Figure 1. Cell outlines without signal wires (run 1).
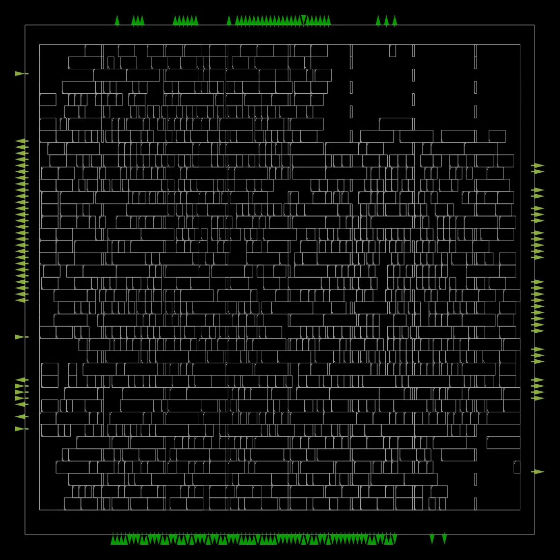
Figure 2. Signal wires on met4 (run 1).
Supply wires on this layer in gray.
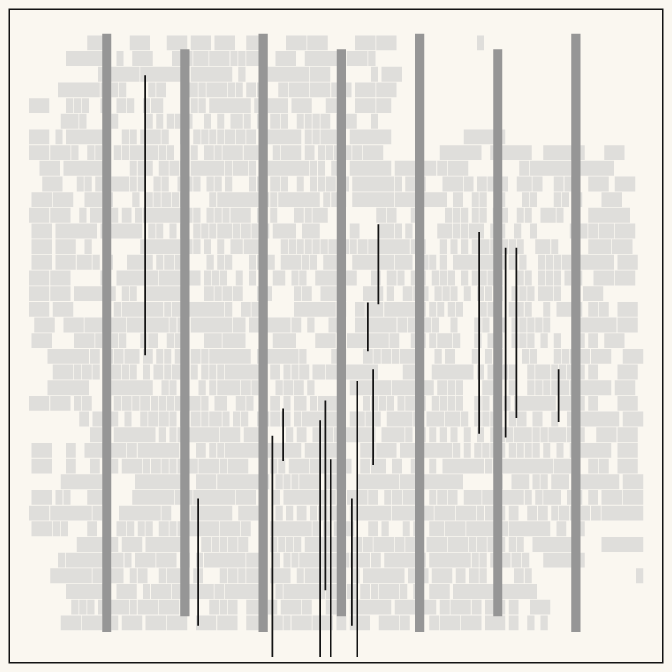
Figure 3. Cells by drive strength (run 1).
The bar under the picture is 20 µm long.
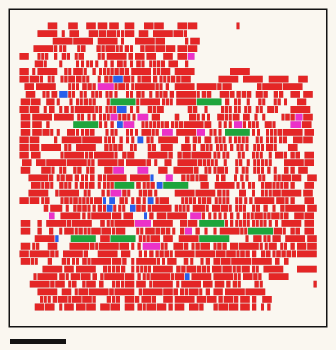
Figure 4. Signal wires on met3 (run 1).
The bar under the picture is 20 µm long.
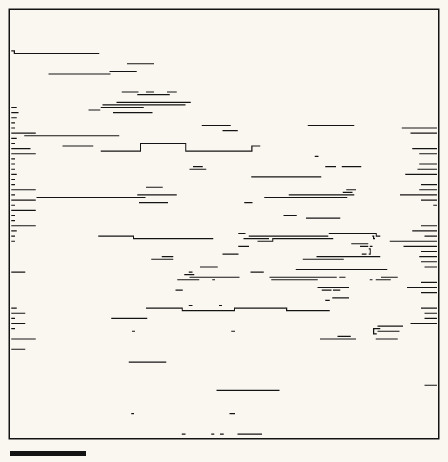
### src/rtl/exec_sequencer.sv
// exec_sequencer: multi-cycle instruction sequencer (FETCH/DECODE/EXEC/WB)
// with a bounded fetch wait, ebreak halt and a sticky error state.
module exec_sequencer #(
  parameter logic [31:0] RESET_PC = 32'h8000_0000,
  parameter int          TIMEOUT  = 16
) (
  input  logic        clk,
  input  logic        rst,
  input  logic        start,
  output logic        ifu_req,
  output logic [31:0] ifu_addr,
  input  logic        ifu_valid,
  input  logic [31:0] ifu_inst,
  output logic [31:0] inst,
  input  logic        reg_write_in,
  output logic        reg_wen,
  output logic [31:0] pc,
  output logic        retire,
  output logic [31:0] instret,
  output logic        halted,
  output logic        err,
  output logic [2:0]  state
);

  typedef enum logic [2:0] {
    S_IDLE   = 3'd0,
    S_FETCH  = 3'd1,
    S_DECODE = 3'd2,
    S_EXEC   = 3'd3,
    S_WB     = 3'd4,
    S_HALT   = 3'd5,
    S_ERROR  = 3'd6
  } state_t;

  localparam logic [31:0] EBREAK    = 32'h0010_0073;
  localparam logic [7:0]  WAIT_LAST = 8'(TIMEOUT - 1);

  state_t     cur_state;
  logic [7:0] wait_cnt;

  // Sequencer state, program counter, retire counter and fetch wait counter.
  always_ff @(posedge clk) begin
    if (rst) begin
      cur_state <= S_IDLE;
      pc        <= RESET_PC;
      instret   <= '0;
      inst      <= '0;
      wait_cnt  <= '0;
    end else begin
      case (cur_state)
        S_IDLE: begin
          if (start) begin
            cur_state <= S_FETCH;
            wait_cnt  <= '0;
          end
        end
        S_FETCH: begin
          if (ifu_valid) begin
            inst      <= ifu_inst;
            cur_state <= S_DECODE;
          end else if (wait_cnt == WAIT_LAST) begin
            cur_state <= S_ERROR;
          end else begin
            wait_cnt <= wait_cnt + 8'd1;
          end
        end
        S_DECODE: begin
          if (inst == EBREAK) begin
            instret   <= instret + 32'd1;
            cur_state <= S_HALT;
          end else begin
            cur_state <= S_EXEC;
          end
        end
        S_EXEC: begin
          cur_state <= S_WB;
        end
        S_WB: begin
          pc        <= pc + 32'd4;
          instret   <= instret + 32'd1;
          wait_cnt  <= '0;
          cur_state <= S_FETCH;
        end
        default: begin
          cur_state <= cur_state;
        end
      endcase
    end
  end

  // Outputs decoded from the current state; a write in flight is dropped while rst is high.
  always_comb begin
    state    = cur_state;
    ifu_req  = (cur_state == S_FETCH);
    ifu_addr = pc;
    reg_wen  = (cur_state == S_WB) && reg_write_in && !rst;
    retire   = (cur_state == S_WB) || ((cur_state == S_DECODE) && (inst == EBREAK));
    halted   = (cur_state == S_HALT);
    err      = (cur_state == S_ERROR);
  end

endmodule

### config.mk
export PLATFORM = sky130hd
export DESIGN_NAME = exec_sequencer
export DESIGN_NICKNAME = d
export VERILOG_FILES = /design/src/rtl/exec_sequencer.sv
export SDC_FILE = /design/constraint.sdc
export NUM_CORES = 1
export LEC_CHECK = 0
export ABC_AREA = 1
export CAP_MARGIN = 20
export CORE_MARGIN = 3
export CORE_UTILIZATION = 52
export CTS_CLUSTER_SIZE = 16
export DETAILED_ROUTE_END_ITERATION = 8
export MAX_ROUTING_LAYER = met4
export PLACE_DENSITY = 0.92
export SLEW_MARGIN = 0
export SYNTH_ARGS = -nofsm -noshare
export SYNTH_HDL_FRONTEND = slang
export SYNTH_SLANG_ARGS = --single-unit
### constraint.sdc
create_clock -name clk -period 4.3 [get_ports clk]
set_input_delay 0.86 -clock clk [delete_from_list [all_inputs] [get_ports clk]]
set_output_delay 0.86 -clock clk [all_outputs]
set_load 0.03 [all_outputs]
==> results.toml, run 1 <==
# implementation run metrics
[outcome]
status = "finished, final reports clean"

[job]
cap_violations = 0
warning_count = 26

[synthesis]
syn-instance-count = 925
ys.flop_type = "dfxtp_1"
avgSynthCellArea_um2 = 6.453
ys_cells = 925
synth.distinct_cells = 38
synth-async-reset-ratio = 0
largest_area_cell = "dfxtp_1"
synth_top_area_share = 0.3521
top_cells_by_area = "dfxtp_1 35%, nand2_1 17%, nor2_1 10%"
synth_warnings = 0

[die]
die_y_um = 113.1

[cells_and_area]
final_cell_mix = "262 x nand2_1, 167 x clkdlybuf4s50_1, 162 x nor2_1"
layout-drive-gt1-share = 0.04274
mi_logic_area_um2 = 3199
n_all_inverters = 74
sh_comb_area = 0.4128
seq_cells = 105
nonClkBufAreaFrac = 0.2202

[worst_setup_path]
regToRegSetupSlack_ps = 2100
crit_buf_inv = 2
end_kind = "output pin"
worstPathArrival_ps = 2490
path_cells = "inv_1 > nand2_1 > nor2_1 > nand2_1 > nor2_1 > nand3_4 > nand2_4 > clkdlybuf4s50_1"
worstSetupEndpoint = "retire"
cp_slowest_cell = "clkdlybuf4s50_1"
crit_path_max_fanout = 34
r2r_cells = 8
crit_type = "reg2out"

[timing]
grt_setup_unrepaired = "no"
setup_viol = 0
worst_slack_ps = 951.7
max_freq_mhz = 298.7
maxSlewViolCount = 0
hold_viol = 0
worst_pin_slew_ps = 767.8

[drt]
postRouteAntennaNets = 0
via_per_inst = 5.272

[clock_tree]
clk_pin_slew_ps = 70
cts_tree = "built"
clk_latency_ps = 350
cts_buffer_depth = 2
cts_htree_levels = 3
numCtsBuffers = 9

[placement]
port_buffers = 168
pre_cts_ws_ps = 1297

[hold_path]
holdCritStartpoint = "inst[28]"
hold_path.class = "reg2reg"

[power_and_ir_drop]
power.density_nw_per_um2 = 388.6
total_power_w = 0.003012
ir_drop_v = 0.0004175

[grt]
grt_pass1_wl_um = 26730
About Figure 1:
final core occ: 0.7027
total core area: 11030 µm²
Tapcells: 140
fraction of area in registers: 0.2712

About Figure 2:
- main direction: vertical
- wire length on this layer: 437 µm
- nets with wire on the layer: 14
- share of all routed wire: 2.6%
- longest straight run: 48.3 µm
via count: 6289
WL final: 16680 µm

About Figure 3:
- magenta: x3 and x4 (cells 19; share 1.8%; most used nor2_4)
- red: x1 and smaller (cells 1008; share 96%; most used nand2_1)
- blue: x2 (cells 15; share 1.4%)
- green: x6 and larger (cells 11; share 1.0%; most used clkbuf_16)
post-route cell area: 7751 µm²
Non-Clock Buffer Count: 172
Layout area overhead: 29.85%

About Figure 4:
- longest straight run: 28.5 µm
- main direction: horizontal
- nets with wire on the layer: 125
- share of all routed wire: 6.0%
grt met3 use: 0.04599

==> run 1: report_power, final <==
part	internal (W)	leakage (nW)	switching, W
Combinational	0.000355	1.82	0.000666
Sequential	0.00108	0.851	0.0000900
Clock	0.000451	0.136	0.000368
==> run 1: worst min-delay path by stage <==
stage,cells after the start,slack (ps),endpoint
floorplan,2,450,wait_cnt[2]
global placement,2,450,inst[28]
detailed placement,2,460,inst[18]
CTS,2,470,inst[28]
global route,2,490,inst[18]
finish,2,470,inst[28]
==> run 1: metal layers <==
metal	wire, µm	track usage	share of wire	vias up
met5	0	-	0	-
met4	437	0.08253	0.026	0
met3	995	0.04599	0.060	33
met2	8266	0.4439	0.50	240
met1	6980	0.3162	0.42	2862
li1	-	-	-	3154
==> run 1: cells by family (layout without fill, tap and decap cells) <==
family	after synthesis	after routing	synth area share
and+or+nand+nor	531	531	0.3863
buffers and inverters	136	261	0.1142
AOI/OAI and AO/OA	128	128	0.1096
DFF	105	105	0.3521
xor gates and xnor gates	21	21	0.03081
adders and majority gates	3	3	0.006289
other	1	4	0.0006282
==> run 1: through the flow <==
step           utilization  area (µm²)  cells
2_1_floorplan            -        5981    928
3_3_place_gp        0.6766        7463   1178
3_5_place_dp        0.6766        7463   1178
4_1_cts             0.7027        7751   1193
5_1_grt             0.7027        7751   1193
6_report            0.7027        7751   1193
==> run 1: synthesized netlist by cell type, drive strengths merged, types with 6 or more instances <==
| library cell | count |
|---|---|
| nand3 | 54 |
| clkbuf | 14 |
| nand2 | 268 |
| buf | 48 |
| inv | 73 |
| xor2 | 15 |
| xnor2 | 6 |
| nor2 | 172 |
| a21oi | 77 |
| o21ai | 46 |
| nand3b | 20 |
| nor3 | 8 |
| dfxtp | 105 |
| nand4 | 6 |
==> run 2, diff against run 1 <==
--- a/config.mk
+++ b/config.mk
@@ -8,11 +8,11 @@
 export ABC_AREA = 1
 export CAP_MARGIN = 20
 export CORE_MARGIN = 3
-export CORE_UTILIZATION = 52
+export CORE_UTILIZATION = 48
 export CTS_CLUSTER_SIZE = 16
 export DETAILED_ROUTE_END_ITERATION = 8
 export MAX_ROUTING_LAYER = met4
-export PLACE_DENSITY = 0.92
+export PLACE_DENSITY = 0.87
 export SLEW_MARGIN = 0
 export SYNTH_ARGS = -nofsm -noshare
 export SYNTH_HDL_FRONTEND = slang
==> constraint.sdc (replaced) <==
create_clock -name clk -period 3.3 [get_ports clk]
set_input_delay 0.66 -clock clk [delete_from_list [all_inputs] [get_ports clk]]
set_output_delay 0.66 -clock clk [all_outputs]
set_load 0.03 [all_outputs]
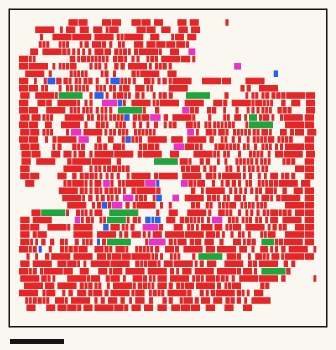
Figure 5: run 2, cells by drive strength.
The bar under the picture is 20 µm long.
- magenta: x3 and x4 (cells 19; share 1.8%)
- blue: x2 (cells 16; share 1.5%)
- red: x1 and smaller (cells 1008; share 95%; most used nand2_1)
- green: x6 and larger (cells 13; share 1.2%; most used clkbuf_16)

==> results.toml, run 2 <==
# implementation run metrics
[worst_setup_path]
cp_slowest_cell = "clkdlybuf4s50_1"
r2r_cells = 9
r2r_start = "state[2]"
crit_path_max_fanout = 16
crit_type = "reg2out"
regToRegSetupSlack_ps = 1190
path_cells = "nor2_1 > nand2_2 > nand2_4 > clkdlybuf4s50_1"
crit_buf_inv = 1
worstPathArrival_ps = 2130
path_delay_family = "buffers and inverters"
end_kind = "output pin"

[timing]
hold_viol = 0
period_used_share = 0.8461
maxSlewViolCount = 0
grt_setup_unrepaired = "no"
setup_viol = 0
max_freq_mhz = 358.2
worst_pin_slew_ps = 772.4
min_period_ps = 2792

[clock_tree]
cts.sinks = 105
postCtsSetupBuffers = 0
root_buffer = "clkbuf_16"
cts_tree = "built"
cts-resized-gates = 0
clk_pin_slew_ps = 70
numCtsBuffers = 9
clk_latency_ps = 350
cts_buffer_depth = 2
cts_htree_levels = 3

[hold_path]
hold_path.class = "reg2reg"
min_path_cells = 2
hold_end = "inst[14]"
holdCritStartpoint = "inst[14]"

[power_and_ir_drop]
pwr-share-seq = 0.388
power_frac_clock = 0.274
switchingPower_w = 0.001464
pg_seq_w = 0.00153
pg_comb_w = 0.00134
power.density_nw_per_um2 = 506.0
swShare = 0.3704
p_int_w = 0.002488
ir_drop_v = 0.0005029
top_power_group = "registers"
p_comb_frac = 0.338
clock_power_w = 0.00108

[synthesis]
top_cells_by_count = "263 x nand2_1, 162 x nor2_1, 105 x dfxtp_1, 77 x a21oi_1, 68 x inv_1"
avgSynthCellArea_um2 = 6.453
synth.distinct_cells = 38
synth_warnings = 0
yosysMostFrequentCell = "nand2_1"
synth-async-reset-ratio = 0
ys_cells = 925
syn-instance-count = 925
top_cells_by_area = "dfxtp_1 35%, nand2_1 17%, nor2_1 10%"
synth_top_area_share = 0.3521
largest_area_cell = "dfxtp_1"
ys.flop_type = "dfxtp_1"
ys_ff = 105

[outcome]
status = "finished, final reports clean"

[cells_and_area]
syn_to_final_growth_pct = 30.85
layout-drive-gt1-share = 0.04545
n_antenna_cell = 0
final_cell_mix = "262 x nand2_1, 167 x clkdlybuf4s50_1, 162 x nor2_1"

[drt]
met2_length_um = 8006
avgRoutedWirePerCell_um = 13.49
totalWireLength_um = 16510
met1_length_um = 7363
postRouteAntennaNets = 0
route.vias.total = 6195
via_per_inst = 5.061
dr.max_layer_used = "met4"
routed-wl-met3_um = 838

[grt]
first_global_vias = 5602
overflow = 0
grt_pass1_wl_um = 26920

[job]
warning_count = 26
cap_violations = 0

[die]
die_y_um = 117.5
rows = 40
core_um2 = 12060

[placement]
port_buffers = 168
run 2: cell counts after synthesis:
Identical to the previous run, type by type.
run 2: cell families (layout without fill, tap and decap cells):
family,count (synthesis),after routing,share of synthesized area
XOR/XNOR,21,21,0.03081
adder cells (fa/ha/maj),3,3,0.006289
buffers and inverters,136,264,0.1142
flip-flops,105,105,0.3521
AND/OR/NAND/NOR,531,531,0.3863
AND-OR/OR-AND,128,128,0.1096
other,1,4,0.0006282
run 2: layout make-up:
class | instances | area (µm²) | share of cell area
repair buffers | 174 | 1722 | 0.2204
inverters | 74 | 280.3 | 0.03588
clock buffers | 12 | 246.5 | 0.03156
well taps | 168 | 210.2 | 0.02691
flip-flops and latches | 105 | 2102 | 0.2691
clock inverters | 4 | 51.30 | 0.006567
multi-input cells | 687 | 3199 | 0.4096
run 2: through the flow:
stage	std cells	total power [W]	setup WS, ps	area (µm²)	utilization
final	1224	0.003952	508.0	7811	0.6476
after global routing	1224	0.004155	355.1	7811	0.6476
after CTS	1224	0.003980	486.8	7811	0.6476
after detailed placement	1208	0.002884	691.4	7513	0.6229
after global placement	1208	0.002857	707.2	7513	0.6229
after floorplan	928	0.002420	942.0	5981	-
run 2: worst max-delay path by stage:
stage                       from  endpoint  slack, ps  cells past startpoint
floorplan                    rst   reg_wen        940                      5
global placement    reg_write_in   reg_wen        710                      4
detailed placement  reg_write_in   reg_wen        690                      4
CTS                     state[1]    retire        490                      4
global route            state[1]   reg_wen        360                      4
finish                  state[1]    retire        510                      4
run 2: metal layers:
metal / vias up / global-route usage
met5: - / -
met4: 0 / 0.06667
met3: 27 / 0.04517
met2: 198 / 0.3988
met1: 2807 / 0.3043
li1: 3163 / -
==> run 3, diff against run 2 <==
==> constraint.sdc (replaced) <==
create_clock -name clk -period 2.9 [get_ports clk]
set_input_delay 0.58 -clock clk [delete_from_list [all_inputs] [get_ports clk]]
set_output_delay 0.58 -clock clk [all_outputs]
set_load 0.03 [all_outputs]
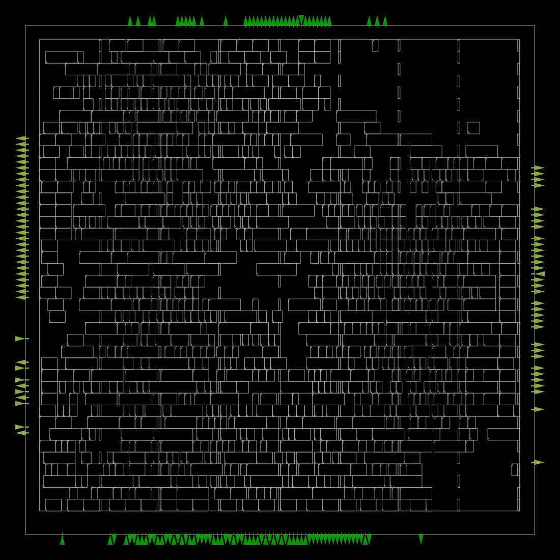
Figure 6: run 3, cell outlines without signal wires.
total core area: 12060 µm²
fin cells: 1223

==> results.toml, run 3 <==
# implementation run metrics
[outcome]
status = "finished, final reports clean"

[timing]
worst_pin_slew_ps = 750.3
grt_setup_unrepaired = "no"
period_used_share = 0.8674
max_freq_mhz = 397.5
worst_slack_ps = 384.4
hold_viol = 0
min_period_ps = 2516
setup_viol = 0
maxSlewViolCount = 0

[clock_tree]
cts.sinks = 105
cts_htree_levels = 3
root_buffer = "clkbuf_16"
clk_pin_slew_ps = 70
postCtsSetupBuffers = 0
cts-resized-gates = 0

[power_and_ir_drop]
ir_drop_v = 0.0005102

[worst_setup_path]
path_cells = "inv_2 > nor3_1 > clkdlybuf4s50_1"
path_delay_family = "buffers and inverters"
crit_type = "reg2out"
worstPathArrival_ps = 1940
end_kind = "output pin"

[drt]
avgRoutedWirePerCell_um = 13.50
totalWireLength_um = 16510
route.vias.total = 6320
postRouteAntennaNets = 0
via_per_inst = 5.168

[grt]
grt_pass1_wl_um = 27100
overflow = 0
first_global_vias = 5727

[hold_path]
hold_path.class = "reg2reg"

[synthesis]
synth.distinct_cells = 38
synth_warnings = 0
avgSynthCellArea_um2 = 6.453
top_cells_by_count = "263 x nand2_1, 162 x nor2_1, 105 x dfxtp_1, 77 x a21oi_1, 68 x inv_1"
ys.flop_type = "dfxtp_1"
synth_top_area_share = 0.3521
synth-async-reset-ratio = 0
top_cells_by_area = "dfxtp_1 35%, nand2_1 17%, nor2_1 10%"
xor_share = 0.03081
yosysMostFrequentCell = "nand2_1"
aoi_share = 0.1096
yosys-mux-area-fraction = 0
syn-instance-count = 925
ys_cells = 925
ys_ff = 105

[placement]
dp.cells = 1208
pre_cts_ws_ps = 462.9
port_buffers = 168

[cells_and_area]
n_antenna_cell = 0
syn_to_final_growth_pct = 30.77
layout-drive-gt1-share = 0.04645

[die]
rows = 40
die_y_um = 117.5

[job]
cap_violations = 0
## run 3: cell counts after synthesis
No cell type changed its count.
## run 3: metal layers
| layer | vias to the layer above | wire length (µm) | global-route usage |
|---|---|---|---|
| li1 | 3144 | - | - |
| met1 | 2880 | 7251 | 0.3063 |
| met2 | 263 | 7775 | 0.3895 |
| met3 | 33 | 1015 | 0.03123 |
| met4 | 0 | 465 | 0.1004 |
| met5 | - | 0 | - |
## run 3: stage by stage
step	utilization	area, µm²	total power (W)
after global placement	0.6227	7511	0.003244
after CTS	0.6472	7806	0.004501
after global routing	0.6472	7806	0.004706
after detailed placement	0.6227	7511	0.003266
after floorplan	-	5981	0.002753
final	0.6472	7806	0.004483
## run 3: kinds of logic (layout without fill, tap and decap cells)
family,Yosys count,count (layout)
buffers and inverters,136,263
AND/OR/NAND/NOR,531,531
flip-flops,105,105
AND-OR/OR-AND,128,128
adder cells (fa/ha/maj),3,3
other,1,4
XOR/XNOR,21,21
## run 3: final timing paths
check / start / end / cells after the start
max reg2reg: state[2] / inst[18] / 8
min: inst[30] / inst[30] / 2
max: state[1] / err / 3
min reg2reg: inst[30] / inst[30] / 2
## run 3: power breakdown
group / internal (W) / switching (W) / leakage [nW]
sequential: 0.00160 / 0.000140 / 0.851
combinational: 0.000528 / 0.000980 / 1.83
clock: 0.000692 / 0.000540 / 0.146
total: 0.00282 / 0.00166 / 2.83
## run 3: cell type report
| type | count | area [µm²] | share of cell area |
|---|---|---|---|
| multi-input cells | 687 | 3199 | 0.4098 |
| flip-flops and latches | 105 | 2102 | 0.2693 |
| repair buffers | 174 | 1719 | 0.2202 |
| inverters | 74 | 280.3 | 0.03590 |
| clock buffers | 11 | 242.7 | 0.03109 |
| well taps | 168 | 210.2 | 0.02693 |
| clock inverters | 4 | 52.55 | 0.006732 |
Power and IR drop assume default switching activity.
